**src/rtl/alu_result_unloader.sv**
```systemverilog
// +--------------------------------------------------------------------------+
// | alu_result_unloader                                                      |
// | Captures the 64-bit ALU result and returns it to the 32-bit bus as       |
// | LO (and HI for MUL/DIV) beats.                                           |
// | Optional: ALU_UNLOAD_ZERO_FLAG_EN adds the zero_flag output.             |
// | Revision: 1.0                                                            |
// +--------------------------------------------------------------------------+
`default_nettype none

module alu_result_unloader #(
  parameter logic [4:0] MUL_OP = 5'b00010,
  parameter logic [4:0] DIV_OP = 5'b00011,
  parameter int         CNT_W  = 8
) (
  input  logic             clk,
  input  logic             rst_n,
  input  logic [63:0]      alu_c,
  input  logic [4:0]       alu_op,
  input  logic             in_valid,
  output logic             in_ready,
  output logic [31:0]      bus_out,
  output logic             out_valid,
  input  logic             out_ready,
  output logic             out_hi,
  output logic             out_last,
  output logic [31:0]      hi_reg,
  output logic [31:0]      lo_reg,
`ifdef ALU_UNLOAD_ZERO_FLAG_EN
  output logic             zero_flag,
`endif
  output logic [CNT_W-1:0] result_count
);

  typedef enum logic [1:0] {
    S_IDLE    = 2'd0,
    S_SEND_LO = 2'd1,
    S_SEND_HI = 2'd2
  } state_t;

  localparam logic [CNT_W-1:0] C_CNT_ONE = {{(CNT_W-1){1'b0}}, 1'b1};

  state_t           r_state;
  logic [63:0]      r_z;
  logic             r_wide;
  logic [31:0]      r_bus_out;
  logic             r_out_valid;
  logic             r_out_hi;
  logic             r_out_last;
  logic [31:0]      r_hi_reg;
  logic [31:0]      r_lo_reg;
  logic [CNT_W-1:0] r_count;
  logic             w_wide;

  assign w_wide = (alu_op == MUL_OP) || (alu_op == DIV_OP);

  // Gated by rst_n so the port reads 0 while reset is held.
  assign in_ready     = (r_state == S_IDLE) && rst_n;
  assign bus_out      = r_bus_out;
  assign out_valid    = r_out_valid;
  assign out_hi       = r_out_hi;
  assign out_last     = r_out_last;
  assign hi_reg       = r_hi_reg;
  assign lo_reg       = r_lo_reg;
  assign result_count = r_count;

  always_ff @(posedge clk or negedge rst_n) begin
    if (!rst_n) begin
      r_state     <= S_IDLE;
      r_z         <= 64'd0;
      r_wide      <= 1'b0;
      r_bus_out   <= 32'd0;
      r_out_valid <= 1'b0;
      r_out_hi    <= 1'b0;
      r_out_last  <= 1'b0;
      r_hi_reg    <= 32'd0;
      r_lo_reg    <= 32'd0;
      r_count     <= '0;
    end else begin
      case (r_state)
        S_IDLE: begin
          if (in_valid) begin
            r_z         <= alu_c;
            r_wide      <= w_wide;
            r_bus_out   <= alu_c[31:0];
            r_out_valid <= 1'b1;
            r_out_hi    <= 1'b0;
            r_out_last  <= !w_wide;
            r_state     <= S_SEND_LO;
            if (w_wide) begin
              r_hi_reg <= alu_c[63:32];
              r_lo_reg <= alu_c[31:0];
            end
          end
        end
        S_SEND_LO: begin
          if (out_ready) begin
            if (r_wide) begin
              r_bus_out  <= r_z[63:32];
              r_out_hi   <= 1'b1;
              r_out_last <= 1'b1;
              r_state    <= S_SEND_HI;
            end else begin
              r_bus_out   <= 32'd0;
              r_out_valid <= 1'b0;
              r_out_last  <= 1'b0;
              r_count     <= r_count + C_CNT_ONE;
              r_state     <= S_IDLE;
            end
          end
        end
        S_SEND_HI: begin
          if (out_ready) begin
            r_bus_out   <= 32'd0;
            r_out_valid <= 1'b0;
            r_out_hi    <= 1'b0;
            r_out_last  <= 1'b0;
            r_count     <= r_count + C_CNT_ONE;
            r_state     <= S_IDLE;
          end
        end
        default: begin
          r_out_valid <= 1'b0;
          r_state     <= S_IDLE;
        end
      endcase
    end
  end

`ifdef ALU_UNLOAD_ZERO_FLAG_EN
  logic r_zero_flag;
  assign zero_flag = r_zero_flag;

  always_ff @(posedge clk or negedge rst_n) begin
    if (!rst_n) begin
      r_zero_flag <= 1'b0;
    end else if (r_state == S_IDLE && in_valid) begin
      r_zero_flag <= w_wide ? (alu_c == 64'd0) : (alu_c[31:0] == 32'd0);
    end
  end
`endif

endmodule

`default_nettype wire

```
**config.mk**
```make
export PLATFORM = sky130hd
export DESIGN_NAME = alu_result_unloader
export DESIGN_NICKNAME = d
export VERILOG_FILES = /design/src/rtl/alu_result_unloader.sv
export SDC_FILE = /design/constraint.sdc
export NUM_CORES = 1
export LEC_CHECK = 0
export CAP_MARGIN = 40
export CORE_MARGIN = 5
export CORE_UTILIZATION = 51
export DETAILED_ROUTE_END_ITERATION = 6
export GPL_TIMING_DRIVEN = 0
export PLACE_DENSITY_LB_ADDON = 0.05
export SETUP_SLACK_MARGIN = 0.2
export SYNTH_ARGS = -nofsm -noshare
export SYNTH_HDL_FRONTEND = slang
export SYNTH_SLANG_ARGS = --single-unit
export TNS_END_PERCENT = 100
```
**constraint.sdc**
```tcl
create_clock -name clk -period 2.84 [get_ports clk]
set_clock_uncertainty 0.1 [all_clocks]
set_input_delay 0.426 -clock clk [delete_from_list [all_inputs] [get_ports clk]]
set_output_delay 0.426 -clock clk [all_outputs]
set_load 0.01 [all_outputs]
```
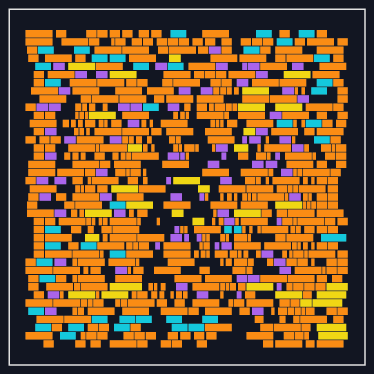
Figure 1: sizing map.
Scale: 3 px per um.
colour	size	cells
orange	drive 1 or less	520
purple	drive 2	77
yellow	drive 6 and up	32
cyan	drive 3 to 4	42

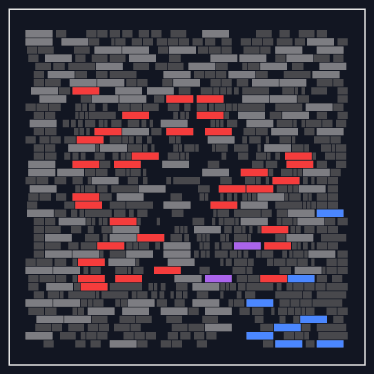
Figure 2: where the registers sit.
Scale: 3 px per um. Other sequential cells in the stronger grey, the rest of the logic in the fainter grey.
colour	signal	flops
red	bus_out	32
blue	result_count	8
purple	r_state	2
not coloured	100

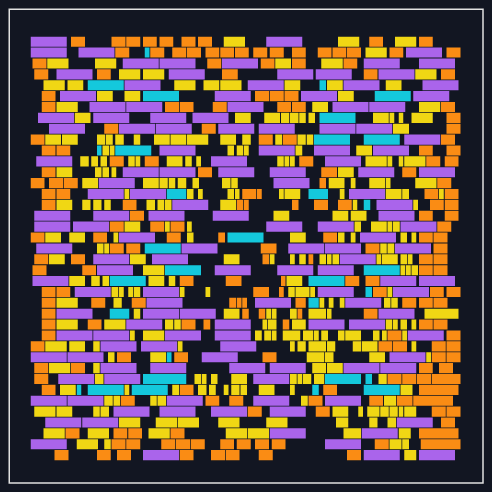
Figure 3: cell classes on the final placement.
Scale: 4 px per um.
colour	class	cells
purple	flip-flops	142
orange	other buffers and delay cells	211
cyan	clock drivers and dummy loads	31
yellow	all other logic	287

==> qor.yml <==
period_needed_ns: 2.441
ys_sh_simple: 0.07665
drtIter0Drc: 340
ir_drop_mv: 0.7122
slew_violations: 0
rsz0062_at_grt: "false"
final-clk-cell-share: 0.06303
clkLatencyLatePin_ns: 0.41
port_buffers: 179
initCoreUtil: 0.5218
top_cells_by_area: "dfrtp_1 (60%), mux2_2 (11%), mux2_4 (9.8%)"
post_drt_wl_per_cell_um: 18.88
warnings: 31
max_stage_delay_ns: 0.56
top_area_frac: 0.5964
nClkBuffers: 24
setup-tns-final_ns: 0
largest_cell_class: "flip-flops and latches"
cts_tree: "built"
netlist_area_um2: 5958
grt_usage: 0.2198
gp_congestion: 0.8204
switching_share: 0.3109
buf_share: 0.2429
path_delay_family: "buffers and inverters"
logic_family: "multiplexers"
cp_slowest_cell: "dlygate4sd3_1"
via_per_inst: 5.221
leakage_uw: 0.003914
status: "complete, no violations"
cts_max_level: 4
chip_area_um2: 13940
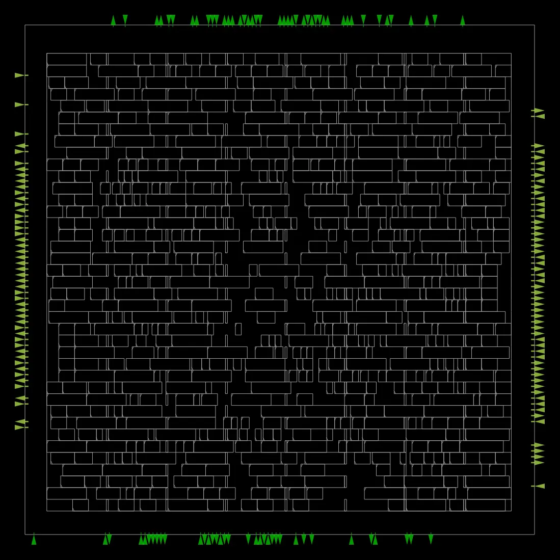
Figure 4: cell outlines without signal wires.
n_taps: 143
flop share of the area: 0.4115
row count: 39
Core Footprint: 11420 um^2

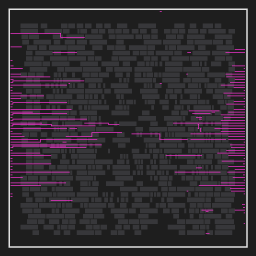
Figure 5: metal 3.
Scale: 2 px per um.
share of all routed wire	8.6%
longest straight run	45.3 um
wire length on this layer	1320 um
nets with wire on the layer	118

==> per-stage QoR <==
step                      setup WS, ns  cells
after floorplan                  1.000    453
after global placement          -4.306    775
after detailed placement        0.2272    776
after CTS                       0.4009    810
after global routing            0.2977    814
final                           0.3987    814
==> synth_stat cells (all sizes together) <==
library cell,instances
a31oi,1
buf,16
a21boi,1
clkbuf,8
inv,13
mux2,97
nor4b,1
and2,1
xor2,1
nand4,3
and4,1
o21ai,21
nand3,2
nand2b,2
a21oi,49
o21ba,1
xnor2,6
nor3,1
o31ai,1
nor2b,23
ha,5
nand2,26
nor2,27
and3,3
o21bai,1
dfrtp,142
==> metal layers <==
layer | up-vias | track usage | wire (um)
li1 | 1957 | - | -
met1 | 2128 | 0.2705 | 6339
met2 | 149 | 0.3513 | 7473
met3 | 16 | 0.09274 | 1318
met4 | 0 | 0.06953 | 238
met5 | - | 0 | 0
==> final timing paths <==
kind	start	to	slack [ns]	cells after the start
worst max-delay path	rst_n	in_ready	0.40	5
worst min-delay path	result_count[7]$_DFFE_PN0P_	result_count[7]$_DFFE_PN0P_	0.39	1
worst max register to register	r_state[0]$_DFFE_PN0P_	bus_out[25]$_DFFE_PN0P_	0.62	7
worst min register to register	result_count[7]$_DFFE_PN0P_	result_count[7]$_DFFE_PN0P_	0.39	1
max in group asynchronous	rst_n	bus_out[6]$_DFFE_PN0P_	0.67	5
min in group asynchronous	rst_n	bus_out[4]$_DFFE_PN0P_	0.56	4
==> power groups by stage <==
stage	logic (uW)	registers, uW	clock network [uW]
floorplan	1520	3740	0
global placement	3700	3450	0
detailed placement	3780	3500	0
CTS	3830	3490	2090
global route	4070	3610	2190
finish	3790	3490	2060
==> timing repair <==
action	4_1_cts	5_1_grt
setup buffers	0	0
setup endpoints to repair	0	0
hold endpoints to repair	56	35
hold buffers	3	4
Power is estimated from default activity; no workload was simulated.
